<file path="src/rtl/game_pkg.sv">
// Shared game-state types and constants for the lives tracker and lives display.
package game_pkg;

    typedef enum logic [0:0] {
        ST_PLAY = 1'b0,
        ST_OVER = 1'b1
    } state_t;

    localparam int LIVES_W = 2;

    localparam logic [1:0] WIN_NONE = 2'b00;
    localparam logic [1:0] WIN_P1   = 2'b01;
    localparam logic [1:0] WIN_P2   = 2'b10;
    localparam logic [1:0] WIN_DRAW = 2'b11;

endpackage

</file>
<file path="src/rtl/hit_channel.sv">
// One player's hit path: rising-edge detect on the hit level plus the
// invulnerability cooldown down-counter that gates counted hits.
module hit_channel #(
    parameter int COOLDOWN = 25_000_000
) (
    input  logic clk,
    input  logic rst,
    input  logic hit_i,
    input  logic enable_i,
    input  logic clear_i,
    output logic counted_o
);

    localparam int CNT_W = (COOLDOWN > 0) ? $clog2(COOLDOWN + 1) : 1;

    logic             hist_q;
    logic [CNT_W-1:0] cnt_q;
    logic [CNT_W-1:0] cnt_d;

    // clear_i (new game) discards a coincident edge; history still tracks the input
    assign counted_o = hit_i & ~hist_q & enable_i & ~clear_i & (cnt_q == '0);

    always_comb begin
        cnt_d = cnt_q;
        if (clear_i) begin
            cnt_d = '0;
        end else if (counted_o) begin
            cnt_d = CNT_W'(COOLDOWN);
        end else if (cnt_q != '0) begin
            cnt_d = cnt_q - CNT_W'(1);
        end
    end

    always_ff @(posedge clk or posedge rst) begin
        if (rst) begin
            hist_q <= 1'b0;
            cnt_q  <= '0;
        end else begin
            hist_q <= hit_i;
            cnt_q  <= cnt_d;
        end
    end

endmodule

</file>
<file path="src/rtl/lives_tracker.sv">
// Owns both players' life counters, the PLAY/OVER game FSM and the winner code
// driven to the lives display and end-of-game logic.
module lives_tracker
    import game_pkg::*;
#(
    parameter int START_LIVES = 3,
    parameter int COOLDOWN    = 25_000_000
) (
    input  logic               clk,
    input  logic               rst,
    input  logic               hit1,
    input  logic               hit2,
    input  logic               new_game,
    output logic [LIVES_W-1:0] lives1,
    output logic [LIVES_W-1:0] lives2,
    output logic               hit_taken1,
    output logic               hit_taken2,
    output logic               game_over,
    output logic [1:0]         winner
);

    localparam logic [LIVES_W-1:0] LIVES_INIT = LIVES_W'(START_LIVES);

    state_t             state_q, state_d;
    logic [LIVES_W-1:0] lives1_q, lives1_d;
    logic [LIVES_W-1:0] lives2_q, lives2_d;
    logic               ht1_q, ht1_d;
    logic               ht2_q, ht2_d;
    logic [1:0]         win_q, win_d;
    logic               counted1, counted2;
    logic               in_play;
    logic               dead1, dead2;

    assign in_play = (state_q == ST_PLAY);

    hit_channel #(.COOLDOWN(COOLDOWN)) u_ch1 (
        .clk       (clk),
        .rst       (rst),
        .hit_i     (hit1),
        .enable_i  (in_play),
        .clear_i   (new_game),
        .counted_o (counted1)
    );

    hit_channel #(.COOLDOWN(COOLDOWN)) u_ch2 (
        .clk       (clk),
        .rst       (rst),
        .hit_i     (hit2),
        .enable_i  (in_play),
        .clear_i   (new_game),
        .counted_o (counted2)
    );

    // counted hits only occur in PLAY, where lives are >= 1, so no underflow
    assign dead1 = counted1 && (lives1_q == LIVES_W'(1));
    assign dead2 = counted2 && (lives2_q == LIVES_W'(1));

    always_comb begin
        state_d  = state_q;
        lives1_d = lives1_q;
        lives2_d = lives2_q;
        win_d    = win_q;
        ht1_d    = 1'b0;
        ht2_d    = 1'b0;
        if (new_game) begin
            state_d  = ST_PLAY;
            lives1_d = LIVES_INIT;
            lives2_d = LIVES_INIT;
            win_d    = WIN_NONE;
        end else if (state_q == ST_PLAY) begin
            if (counted1) begin
                lives1_d = lives1_q - LIVES_W'(1);
                ht1_d    = 1'b1;
            end
            if (counted2) begin
                lives2_d = lives2_q - LIVES_W'(1);
                ht2_d    = 1'b1;
            end
            if (dead1 || dead2) begin
                state_d = ST_OVER;
                if (dead1 && dead2) begin
                    win_d = WIN_DRAW;
                end else if (dead1) begin
                    win_d = WIN_P2;
                end else begin
                    win_d = WIN_P1;
                end
            end
        end
    end

    always_ff @(posedge clk or posedge rst) begin
        if (rst) begin
            state_q  <= ST_PLAY;
            lives1_q <= LIVES_INIT;
            lives2_q <= LIVES_INIT;
            ht1_q    <= 1'b0;
            ht2_q    <= 1'b0;
            win_q    <= WIN_NONE;
        end else begin
            state_q  <= state_d;
            lives1_q <= lives1_d;
            lives2_q <= lives2_d;
            ht1_q    <= ht1_d;
            ht2_q    <= ht2_d;
            win_q    <= win_d;
        end
    end

    assign lives1     = lives1_q;
    assign lives2     = lives2_q;
    assign hit_taken1 = ht1_q;
    assign hit_taken2 = ht2_q;
    assign game_over  = (state_q == ST_OVER);
    assign winner     = win_q;

endmodule

</file>
<file path="config.mk">
export PLATFORM = sky130hd
export DESIGN_NAME = lives_tracker
export DESIGN_NICKNAME = d
export VERILOG_FILES = /design/src/rtl/game_pkg.sv /design/src/rtl/hit_channel.sv /design/src/rtl/lives_tracker.sv
export SDC_FILE = /design/constraint.sdc
export NUM_CORES = 1
export LEC_CHECK = 0
export CAP_MARGIN = 20
export CORE_AREA = 2 2 108 110
export CTS_BUF_LIST = sky130_fd_sc_hd__clkbuf_8 sky130_fd_sc_hd__clkbuf_16
export DETAILED_ROUTE_END_ITERATION = 6
export DIE_AREA = 0 0 110 112
export PLACE_DENSITY_LB_ADDON = 0.15
export RECOVER_POWER = 25
export REMOVE_ABC_BUFFERS = 1
export SETUP_SLACK_MARGIN = 0.1
export SLEW_MARGIN = 25
export SYNTH_ARGS = -nofsm -noshare
export SYNTH_HDL_FRONTEND = slang
export SYNTH_SLANG_ARGS = --single-unit
</file>
<file path="constraint.sdc">
create_clock -name clk -period 7.45 [get_ports clk]
set_clock_uncertainty 0.2 [all_clocks]
set_input_delay 0.745 -clock clk [delete_from_list [all_inputs] [get_ports clk]]
set_output_delay 0.745 -clock clk [all_outputs]
set_load 0.01 [all_outputs]
</file>
==> GITHUB_STEP_SUMMARY, run 1 <==
## Implementation flow summary

| Metric | Value |
|---|---|
| P_clk | 0.414 mW |
| Max-Cap Viols | 1 |
| Length in cells of the worst reg-to-reg path | 5 |
| Via density per instance | approximately 5 |
| Category of the worst setup path launch point | input pin |
| Async set-or-reset flop fraction in the synthesized netlist | 1.00 |
| Area growth, synth to finish | 17.5% |
| CTS tree | yes |
| Crit. End Element | async pin |
| Slew margin rel. | -1.26 |
| Startpoint of the most critical register-to-register path | u_ch1.cnt_q[7] |
| DP Worst Slack | approximately 4.3 ns |
| Worst endpoint required time | 6.91 ns |
| Total negative slack for setup checks | 0 ns |
| Leading cell types by count after synthesis | dfrtp_1, a21oi_1, nor3_1 |
| Outcome | finished, violations left |
| Clock tree buffer depth | 2 |
| Sum of met2 wire segment lengths after detailed routing | 3.83 mm |
| Num ports | 14 |
| Failing checks | max-capacitance violations, max-slew violations |
| Type of the tightest min-delay check | flop to flop |
| Number of port buffers | 13 |
| Adder Area Share | 0.0231 |
| Final count of negative-setup-slack endpoints | 0 |
| Cell resize tally after clock tree synthesis | 0 |
| Mean routed wirelength per cell | roughly 16 um |
| Clock latency on the worst-skew pair | between 0.3 and 0.4 ns |
| Hold Path Stages | 2 |
| Power per cell area | 486 mW/mm^2 |
| Slew Viols, Final | 62 |
| Number of cells in the finished layout apart from fillers | 505 |
| Cell with the largest stage delay on the worst path | clkbuf_1 |
| Chip Footprint | 0.0123 mm^2 |
| Total number of H-tree levels | 3 |
| Most instantiated logic cell after routing | dfrtp_1 |
| Period utilisation layout | 0.577 |
| Area of the synthesized netlist per yosys stat | between 0.003 and 0.004 mm^2 |
| Count of instantiated cells in the yosys netlist | 343 |
| Number of flops mapped to enable cells by yosys | 0 |
| Cell type with the largest total area | dfrtp_1 |
| Final weighted congestion of routability-driven global placement | 0.829 |
| Post-CTS Setup Inserts | 0 |
| Top cells by area | dfrtp_1, a21oi_1, nor3_1, xor2_1, xnor2_1 |
| Final Power | 1.86 mW |
| Share of layout cells above drive strength 1 | 0.102 |
| Logic pwr share | 0.480 |
| Utilization after layout | 0.342 |
| Iteration-0 DRC Markers | between 100 and 150 |
| Cells after synthesis | around 340 |
## run 1: cell type report
cell class / count / share of cell area
clock buffer: 11 / 0.0661
tap: 143 / 0.0468
timing repair buffer: 16 / 0.0390
clock inverter: 5 / 0.0118
inverter: 11 / 0.0108
multi-input combinational: 258 / 0.425
sequential: 61 / 0.401
## run 1: how the worst max path moves through the flow
| stage | slack [ns] | cells past startpoint | endpoint |
|---|---|---|---|
| 4_1_cts | 4.47 | 5 | winner[0] |
| 2_1_floorplan | 4.85 | 5 | u_ch1.cnt_q[11] |
| 5_1_grt | 2.36 | 3 | u_ch2.cnt_q[1] |
| 6_report | 3.15 | 3 | u_ch2.cnt_q[8] |
| 3_5_place_dp | 4.30 | 6 | u_ch2.cnt_q[24] |
| 3_3_place_gp | 4.22 | 5 | u_ch1.cnt_q[13] |
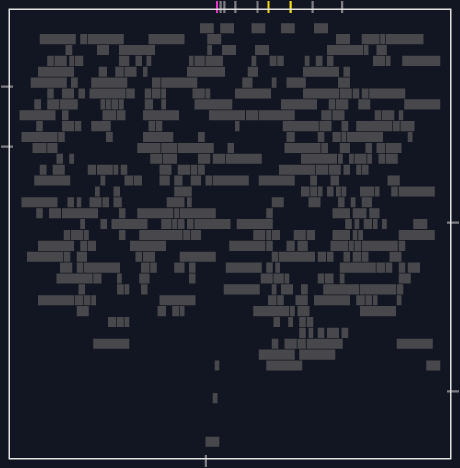
Figure 1: run 1, pin placement.
Drawn at 4 px/um. Pins as bars across the die edge, other pins in gray.
[yellow] `winner` | pins: 2 | direction: output | edge: top
[magenta] `hit2` | pins: 1 | direction: input | edge: top
all pins by edge: 9 top, 2 left, 2 right, 1 bottom

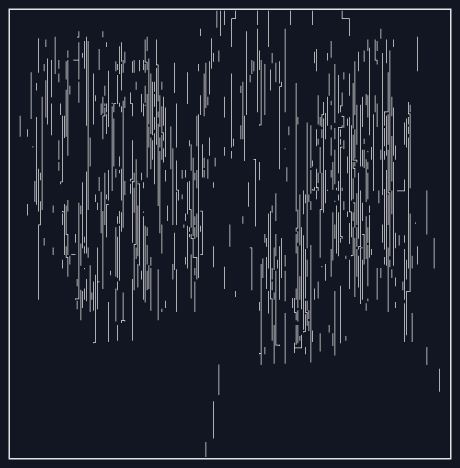
Figure 2: run 1, met2 routing.
Drawn at 4 px/um.
longest straight run: 42.2 um
main direction: vertical
wire length on this layer: 3830 um
nets with wire on the layer: 290

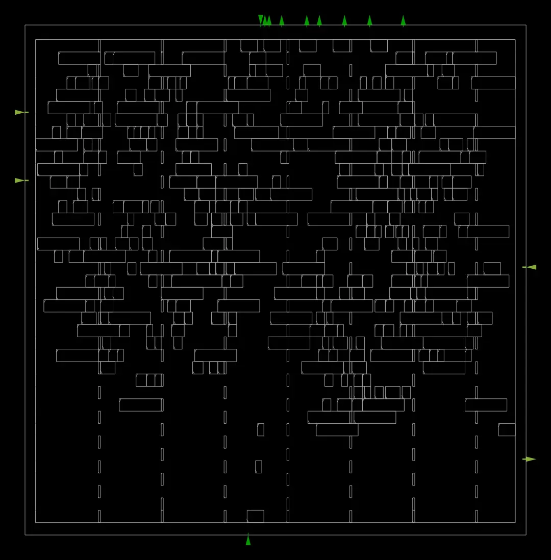
Figure 3: run 1, placed standard cells.
number of sequential storage elements: 61
count of fill cells added during filler insertion: 1145
number of placement rows: 39
sequential share of cell area: 0.401

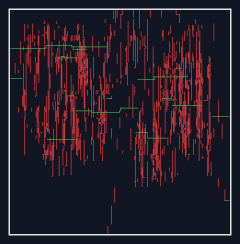
Figure 4: run 1, wiring by layer.
Drawn at 2 px/um. Only two layers are drawn.
[green] metal 3 | wire length: 203 um
[red] metal 2 | wire length: 3830 um

Figure 5. Wires at chosen ports, followed through buffers (run 1).
Drawn at 2 px/um.
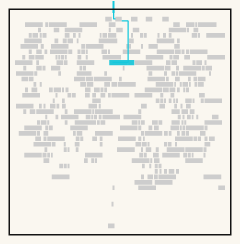

--- run 2 (diff from run 1) ---
==> constraint.sdc (replaced) <==
create_clock -name clk -period 4 [get_ports clk]
set_clock_uncertainty 0.2 [all_clocks]
set_input_delay 0.4 -clock clk [delete_from_list [all_inputs] [get_ports clk]]
set_output_delay 0.4 -clock clk [all_outputs]
set_load 0.01 [all_outputs]
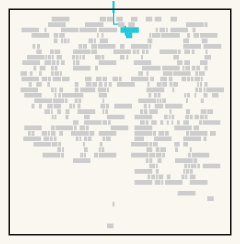
Figure 6: run 2, wires at chosen ports, followed through buffers.
Drawn at 2 px/um.
[cyan] `hit2` | bits: 1 | direction: input | edge: top | end cells: 2 | buffers: 1 | wire: 15.6 um

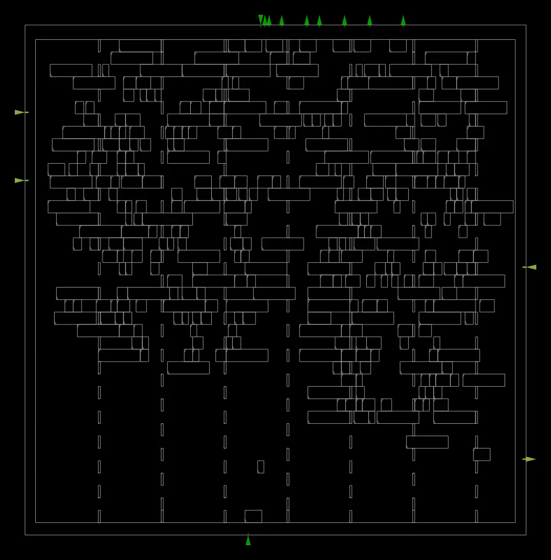
Figure 7: run 2, placed standard cells.
count of fill cells added during filler insertion: 1126
utilization after layout: 0.345

==> run 2 against run 1 <==
Net effect: the run now ends clean; critical endpoint is now u_ch2.cnt_q[21]; power is 88% higher; synthesized area unchanged; worst hold slack improved by 0.012 ns; critical path type is now flop to flop; via count rose by 0.50%; largest power group unchanged.
==> GITHUB_STEP_SUMMARY, run 2 <==
## Implementation flow summary

| Metric | Value |
|---|---|
| Number of placement rows | 39 |
| Number of port buffers | 13 |
| Sum of met2 wire segment lengths after detailed routing | 3.92 mm |
| Clock buffers and inverters, area share | 0.0809 |
| Number of flops mapped to enable cells by yosys | 0 |
| Outcome | finished, final reports clean |
| Cell type with the largest total area | dfrtp_1 |
| Via density per instance | 5.12 |
| Sequential share of cell area | 0.398 |
| Combinational fraction of the cell area | 0.419 |
| Total of plain and repair buffers excluding clock buffers | 19 |
| Power per cell area | 908 mW/mm^2 |
| Share of layout cells above drive strength 1 | 0.115 |
| Slew margin rel. | 0.117 |
| Top cells by area | dfrtp_1, a21oi_1, nor3_1, xor2_1, xnor2_1 |
| Final weighted congestion of routability-driven global placement | 0.806 |
| Leading cell types by count after synthesis | dfrtp_1, a21oi_1, nor3_1 |
| Max-Cap Viols | 0 |
| Clock tree buffer depth | 2 |
| Chip Footprint | 0.0123 mm^2 |
| Iteration-0 DRC Markers | 118 |
| Worst endpoint required time | 4.00 ns |
| Cell resize tally after clock tree synthesis | 0 |
| Number of sequential storage elements | 61 |
| Cells after synthesis | ~340 |
| Type of the tightest min-delay check | flop to flop |
| Number of cells in the finished layout apart from fillers | 508 |
| Post-CTS Setup Inserts | 0 |
| Total negative slack for setup checks | 0 ns |
| Crit. End Element | flop |
| Category of the worst setup path launch point | flop |
[run 2: metrics by stage]
step                 util  total power [mW]
finish              0.345              3.50
floorplan               -              2.27
global route        0.345              3.81
CTS                 0.345              3.53
detailed placement  0.317              2.71
global placement    0.317              2.71
[run 2: final timing paths]
| kind | endpoint | depth (start not counted) | startpoint |
|---|---|---|---|
| min in group asynchronous | u_ch1.cnt_q[19] | 2 | rst |
| min reg2reg | lives2[1] | 2 | lives2[1] |
| max reg2reg | u_ch2.cnt_q[21] | 5 | u_ch2.cnt_q[5] |
| min | lives2[1] | 2 | lives2[1] |
| max | u_ch2.cnt_q[21] | 5 | u_ch2.cnt_q[5] |
| max in group asynchronous | lives2[1] | 3 | rst |
Figure 8. Met2 routing (run 2).
Drawn at 4 px/um.
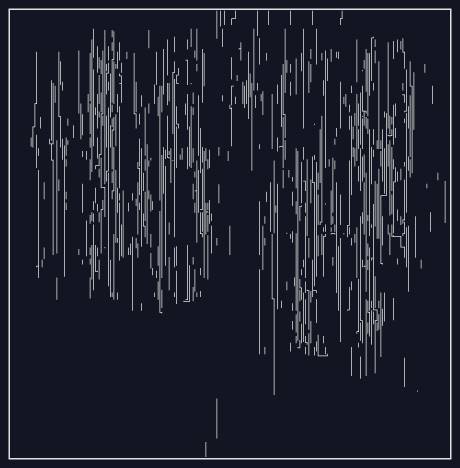

--- run 3 (diff from run 2) ---
==> constraint.sdc (replaced) <==
create_clock -name clk -period 2.54 [get_ports clk]
set_clock_uncertainty 0.2 [all_clocks]
set_input_delay 0.254 -clock clk [delete_from_list [all_inputs] [get_ports clk]]
set_output_delay 0.254 -clock clk [all_outputs]
set_load 0.01 [all_outputs]
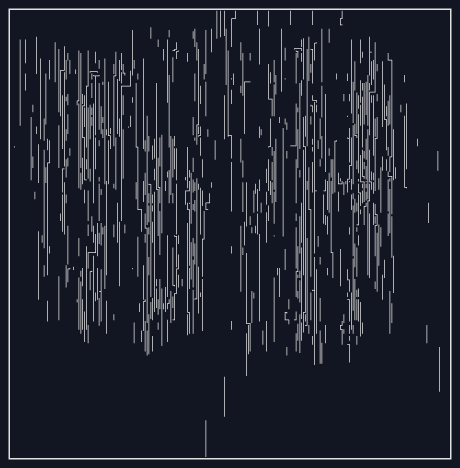
Figure 9: run 3, met2 routing.
Drawn at 4 px/um.
main direction: vertical
longest straight run: 41.5 um

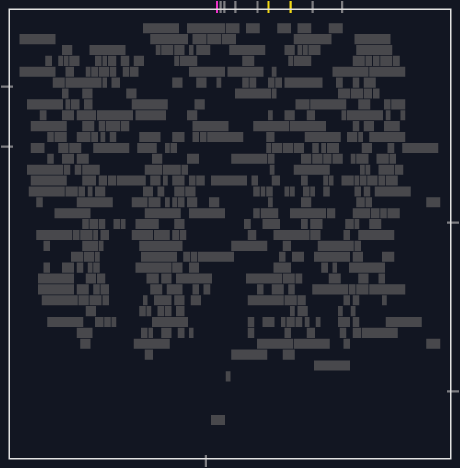
Figure 10: run 3, pin placement.
Drawn at 4 px/um. Pins as bars across the die edge, other pins in gray.
[magenta] `hit2` | pins: 1 | direction: input | edge: top
[yellow] `winner` | pins: 2 | direction: output | edge: top
all pins by edge: 9 top, 2 left, 2 right, 1 bottom

==> run 3 against run 2 <==
Net effect: global-route usage is 0.67 points higher; power increased by 73%; clock power rose by 51%; highest routed layer unchanged.
==> GITHUB_STEP_SUMMARY, run 3 <==
## Implementation flow summary

| Metric | Value |
|---|---|
| Outcome | finished, final reports clean |
| Cell with the largest stage delay on the worst path | or4_4 |
| Category of the worst setup path launch point | flop |
| Slew @ Worst Pin | ~1.1 ns |
| Most instantiated logic cell after routing | dfrtp_1 |
| Area of the synthesized netlist per yosys stat | 0.00325 mm^2 |
| Number of flops mapped to enable cells by yosys | 0 |
| Via density per instance | between 5 and 6 |
| Area growth, synth to finish | 27.4% |
| Number of placement rows | 39 |
| Worst reg2reg path endpoint | u_ch2.cnt_q[11] |
| Adder Area Share | 0.0231 |
| CTS tree | yes |
| Leading cell types by count after synthesis | dfrtp_1, a21oi_1, nor3_1 |
| Final Power | 6.05 mW |
| Total number of H-tree levels | 3 |
| Clock latency on the worst-skew pair | 0.33 ns |
| Chip Footprint | 0.0123 mm^2 |
| Utilization after layout | 0.371 |
| Clock tree buffer depth | 2 |
| Number of cells on the critical path | 5 |
| Number of port buffers | 13 |
| Total negative slack for setup checks | 0 ns |
| Worst endpoint required time | 2.58 ns |
| Num ports | 14 |
| Type of the tightest min-delay check | input pin to async pin |
| Iteration-0 DRC Markers | about 140 |
| Slew Viols, Final | 0 |
| Top cells by area | dfrtp_1, a21oi_1, nor3_1, xor2_1, xnor2_1 |
| Period utilisation layout | 0.970 |
| CP Capture Point | u_ch2.cnt_q[11] |
| Length in cells of the worst reg-to-reg path | 5 |
| Cells after synthesis | about 340 |
| Count of instantiated cells in the yosys netlist | 343 |
| DP Worst Slack | 0.0284 ns |
| Startpoint of the most critical register-to-register path | u_ch2.cnt_q[9] |
| Async set-or-reset flop fraction in the synthesized netlist | 1.00 |
| Final count of negative-setup-slack endpoints | 0 |
| Slew margin rel. | 0.295 |
| P_clk | 1.20 mW |
run 3: cell type report:
| class | count | area [um^2] |
|---|---|---|
| tap | 143 | 179 |
| sequential | 61 | 1530 |
| fill | 1108 | 7030 |
| clock inverter | 6 | 55.1 |
| clock buffer | 10 | 239 |
| timing repair buffer | 50 | 422 |
| inverter | 11 | 41.3 |
| multi-input combinational | 258 | 1680 |
run 3: what timing repair did:
action,CTS,global route
setup endpoints to repair,13,32
pin swaps,1,4
buffers inserted,1,3
hold buffers,0,0
gates resized,1,15
Power and IR drop assume default switching activity.
